===== src/rtl/prince_sbox_layer_seq.sv =====
// Nibble-serial sequencer feeding a 3-share masked PRINCE inverse S-box.
// Optional PRINCE_SEQ_ZERO_IDLE_EN zeroes the S-box inputs outside FEED.

module prince_sbox_layer_seq #(
  parameter int SBOX_LAT = 4,
  parameter int NNIB     = 16
) (
  input  logic        clk,
  input  logic        rst_i,
  input  logic        start_i,
  input  logic [63:0] state_in1,
  input  logic [63:0] state_in2,
  input  logic [63:0] state_in3,
  input  logic [46:0] rnd_i,
  output logic [3:0]  sbox_in1,
  output logic [3:0]  sbox_in2,
  output logic [3:0]  sbox_in3,
  output logic [42:0] sbox_r_o,
  output logic [3:0]  sbox_klmn1_o,
  output logic [5:0]  sbox_klmn2_o,
  input  logic [5:0]  sbox_klmn_out_i,
  input  logic [3:0]  sbox_out1,
  input  logic [3:0]  sbox_out2,
  input  logic [3:0]  sbox_out3,
  output logic        busy_o,
  output logic        done_o,
  output logic [63:0] state_out1,
  output logic [63:0] state_out2,
  output logic [63:0] state_out3
);

  localparam logic [3:0] LAST = 4'(NNIB - 1);

  typedef enum logic [1:0] {
    S_IDLE,
    S_FEED,
    S_DRAIN,
    S_DONE
  } state_t;

  state_t r_state;
  state_t w_next;

  logic [3:0]  r_rd_cnt;
  logic [3:0]  r_wr_cnt;
  logic [SBOX_LAT:0] r_vld;
  logic [63:0] r_sh1, r_sh2, r_sh3;
  logic [63:0] r_acc1, r_acc2, r_acc3;
  logic [63:0] r_out1, r_out2, r_out3;
  logic [3:0]  r_in1, r_in2, r_in3;
  logic [42:0] r_r;
  logic [3:0]  r_k1;
  logic [5:0]  r_k2;

  logic        w_start;
  logic        w_issue;
  logic        w_cap;
  logic        w_to_done;
  logic [5:0]  w_pos;
  logic [3:0]  w_nib1, w_nib2, w_nib3;
  logic [63:0] w_acc1, w_acc2, w_acc3;

  assign w_start   = (r_state == S_IDLE) && start_i;
  assign w_issue   = w_start ||
                     ((r_state == S_FEED) && (r_rd_cnt != LAST));
  assign w_cap     = r_vld[SBOX_LAT];
  assign w_to_done = (r_state == S_DRAIN) && (w_next == S_DONE);
  assign w_pos     = {r_wr_cnt, 2'b00};

  // Nibble 0 goes out on the accepting edge, later ones from the shifters
  assign w_nib1 = w_start ? state_in1[3:0] : r_sh1[3:0];
  assign w_nib2 = w_start ? state_in2[3:0] : r_sh2[3:0];
  assign w_nib3 = w_start ? state_in3[3:0] : r_sh3[3:0];

  always_ff @(posedge clk or negedge rst_i) begin
    if (!rst_i) r_state <= S_IDLE;
    else        r_state <= w_next;
  end

  always_comb begin
    w_next = r_state;
    unique case (r_state)
      S_IDLE:  if (start_i) w_next = S_FEED;
      S_FEED:  if (r_rd_cnt == LAST) w_next = S_DRAIN;
      S_DRAIN: if (r_vld[SBOX_LAT-1:0] == '0) w_next = S_DONE;
      S_DONE:  w_next = S_IDLE;
      default: w_next = S_IDLE;
    endcase
  end

  always_comb begin
    busy_o = (r_state != S_IDLE);
    done_o = (r_state == S_DONE);
  end

  assign sbox_in1     = r_in1;
  assign sbox_in2     = r_in2;
  assign sbox_in3     = r_in3;
  assign sbox_r_o     = r_r;
  assign sbox_klmn1_o = r_k1;
  assign sbox_klmn2_o = r_k2;
  assign state_out1   = r_out1;
  assign state_out2   = r_out2;
  assign state_out3   = r_out3;

  always_ff @(posedge clk or negedge rst_i) begin
    if (!rst_i) begin
      r_vld    <= '0;
      r_rd_cnt <= '0;
      r_wr_cnt <= '0;
      r_sh1    <= '0;
      r_sh2    <= '0;
      r_sh3    <= '0;
    end else begin
      r_vld <= {r_vld[SBOX_LAT-1:0], w_issue};
      if (w_start) begin
        r_sh1    <= state_in1 >> 4;
        r_sh2    <= state_in2 >> 4;
        r_sh3    <= state_in3 >> 4;
        r_rd_cnt <= '0;
      end else if (r_state == S_FEED) begin
        r_sh1    <= r_sh1 >> 4;
        r_sh2    <= r_sh2 >> 4;
        r_sh3    <= r_sh3 >> 4;
        r_rd_cnt <= r_rd_cnt + 4'd1;
      end
      if (w_start)    r_wr_cnt <= '0;
      else if (w_cap) r_wr_cnt <= r_wr_cnt + 4'd1;
    end
  end

  // Last capture and result publish share an edge, so publish the merged view
  always_comb begin
    w_acc1 = r_acc1;
    w_acc2 = r_acc2;
    w_acc3 = r_acc3;
    if (w_cap) begin
      w_acc1[w_pos +: 4] = sbox_out1;
      w_acc2[w_pos +: 4] = sbox_out2;
      w_acc3[w_pos +: 4] = sbox_out3;
    end
  end

  always_ff @(posedge clk or negedge rst_i) begin
    if (!rst_i) begin
      r_acc1 <= '0;
      r_acc2 <= '0;
      r_acc3 <= '0;
      r_out1 <= '0;
      r_out2 <= '0;
      r_out3 <= '0;
    end else begin
      r_acc1 <= w_acc1;
      r_acc2 <= w_acc2;
      r_acc3 <= w_acc3;
      if (w_to_done) begin
        r_out1 <= w_acc1;
        r_out2 <= w_acc2;
        r_out3 <= w_acc3;
      end
    end
  end

  always_ff @(posedge clk or negedge rst_i) begin
    if (!rst_i) begin
      r_in1 <= '0;
      r_in2 <= '0;
      r_in3 <= '0;
      r_r   <= '0;
      r_k1  <= '0;
      r_k2  <= '0;
    end else if (w_issue) begin
      r_in1 <= w_nib1;
      r_in2 <= w_nib2;
      r_in3 <= w_nib3;
      r_r   <= rnd_i[42:0];
      r_k1  <= rnd_i[46:43];
      r_k2  <= sbox_klmn_out_i;
    end
`ifdef PRINCE_SEQ_ZERO_IDLE_EN
    else begin
      r_in1 <= '0;
      r_in2 <= '0;
      r_in3 <= '0;
      r_r   <= '0;
      r_k1  <= '0;
      r_k2  <= '0;
    end
`else
`endif
  end

endmodule


===== config.mk =====
export PLATFORM = sky130hd
export DESIGN_NAME = prince_sbox_layer_seq
export DESIGN_NICKNAME = d
export VERILOG_FILES = /design/src/rtl/prince_sbox_layer_seq.sv
export SDC_FILE = /design/constraint.sdc
export NUM_CORES = 1
export LEC_CHECK = 0
export CAP_MARGIN = 40
export CORE_ASPECT_RATIO = 0.5
export CORE_MARGIN = 2
export CORE_UTILIZATION = 44
export CTS_CLUSTER_DIAMETER = 40
export DETAILED_ROUTE_END_ITERATION = 6
export GPL_TIMING_DRIVEN = 0
export MAX_ROUTING_LAYER = met4
export PLACE_DENSITY_LB_ADDON = 0.12
export SYNTH_ARGS = -nofsm -noshare
export SYNTH_HDL_FRONTEND = slang
export SYNTH_SLANG_ARGS = --single-unit

===== constraint.sdc =====
create_clock -name clk -period 5.89 [get_ports clk]
set_clock_uncertainty 0.05 [all_clocks]
set_input_delay 1.178 -clock clk [delete_from_list [all_inputs] [get_ports clk]]
set_output_delay 1.178 -clock clk [all_outputs]
set_load 0.01 [all_outputs]

Figure 1. Cells coloured by class.
Bar = 100 µm. Fill, decap, tap and diode cells in grey.
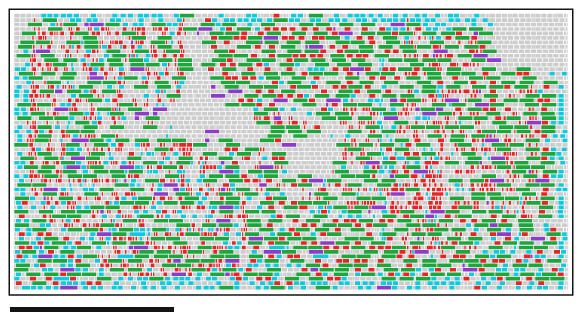
colour	class	cells	share of their area
green	flops	644	49%
cyan	other buffers and delay cells	672	18%
red	combinational and other logic	1,342	26%
purple	clock drivers and dummy loads	111	6.1%
# rows: 62
cell area after layout: 0.0336 mm²

Figure 2. Signal wires on met1.
Supply wires on this layer in grey.
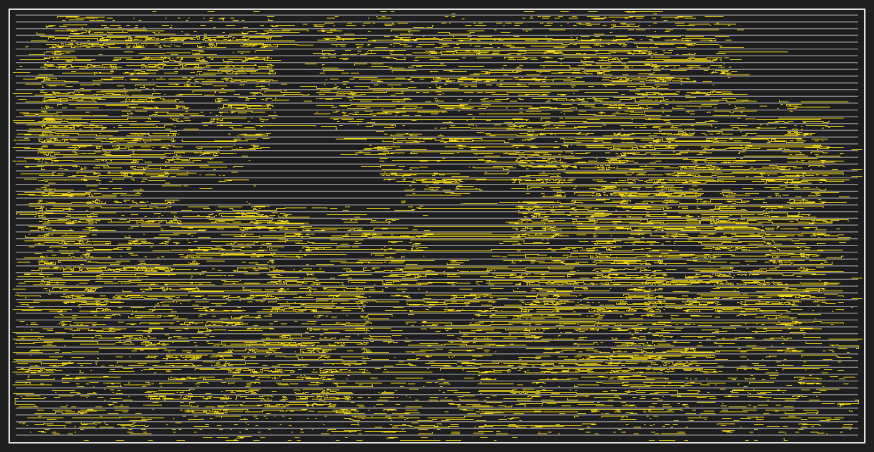
share of all routed wire	42%
longest straight run	80.5 µm
main direction	horizontal
wire length on this layer	29.5 mm
nets with wire on the layer	2,731

Figure 3. Cell outlines without signal wires.
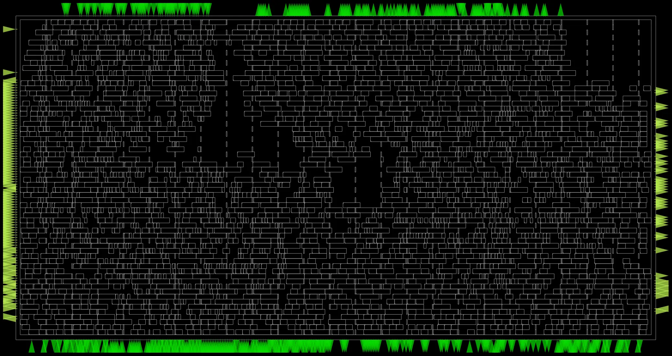
Final Non-Filler Cells: 3,550
tapcell count: 768
Final Util: 58.9%
Seq area share: 48.0%
Seq cells: 644

==> impl_metrics.json <==
{
  "status": "complete, no violations",
  "logic_gates": 1338,
  "die_w_um": 343,
  "hp-class": "flip-flop to flip-flop",
  "met2_length_mm": 35.8,
  "p_seq_mw": 6.43,
  "met1Wirelength_mm": 29.5,
  "grt_max_degree": 121,
  "detailed_place_hpwl_mm": 50.7,
  "clkbuf_count": 84,
  "pg_comb_mw": 4.79,
  "finalSetupTns_ns": 0,
  "top_area_share_pct": 63.8,
  "dieArea_mm2": 0.0595,
  "ff2ff_path_depth": 9,
  "rsz0062_at_grt": "no",
  "switching_share_pct": 34.0,
  "comb_area_share_pct": 25.3,
  "antennaDiodeCount": 13,
  "grt_first_pass_wirelength_mm": 110,
  "wl_mm": 70.9,
  "n_fill_cell": 4860,
  "period_minus_slack_ns": 3.43,
  "met1_usage_pct": 31.0,
  "ys_async_sr_fraction_pct": 100,
  "end_kind": "flip-flop",
  "finalPower_mw": 15.2,
  "topCombFamilyByArea": "multiplexers",
  "yosysUniqueCellTypes": 45,
  "clkLatencyLatePin_ns": 0.62,
  "io_pins": 519,
  "max_slew.worst_pin.slew_ns": 0.879,
  "drc": 0,
  "cts_tree": "built",
  "clk_share_pct": 5.88,
  "use_met3_pct": 5.52,
  "drive_above_1_share_pct": 16.7,
  "syn_area_mm2": 0.0253,
  "grt_pass1_vias": 18697,
  "reg2reg_to": "state_out2[58]",
  "cp_max_fo": 10,
  "arrival_ns": 3.88,
  "ys_area_mm2": 0.0253,
  "synth-edff-count": 0,
  "clockBufferDepth": 3,
  "ys_sh_mux_pct": 13.9,
  "synth-xor-area-share_pct": 0.139,
  "top_usage_layer": "met2",
  "clockRootBuffer": "clkbuf_16",
  "leakagePower_nw": 14.8,
  "slew_headroom_pct": 41.4,
  "htree_levels": 2,
  "cp-endpoint": "state_out2[58]",
  "place_area_mm2": 0.0316,
  "ys_cells": 2131,
  "layout.area.comb_mm2": 0.00850,
  "ir_worst_vdd_mv": 0.250,
  "buffers": 672,
  "fmax_mhz": 291,
  "post_synth_inst_count": 2131,
  "cp.depth": 9,
  "hold_buffers": 0,
  "cts_resized": 0,
  "yosys-top-cells-area": "dfrtp_1 64%, mux2_2 13%, nand2_1 8.3%, a22oi_1 5.0%, o21ai_0 1.9%",
  "adder_share_pct": 0.248,
  "floorplan.core_util_pct": 44.3,
  "simple_gate_share_pct": 10.8,
  "holdWs_ns": 0.332,
  "gp_congestion": 0.864,
  "min_path_cells": 0,
  "cap_violations": 0,
  "warning_count": 44,
  "cp_slowest_cell": "nor3_1",
  "cp-startpoint": "r_wr_cnt[0]",
  "path_buffers": 3,
  "antenna_found_initial": 13,
  "synth_top_flop_cell": "dfrtp_1",
  "wl_per_cell_um": 20.0,
  "yosysSeqAreaShare_pct": 63.8
}
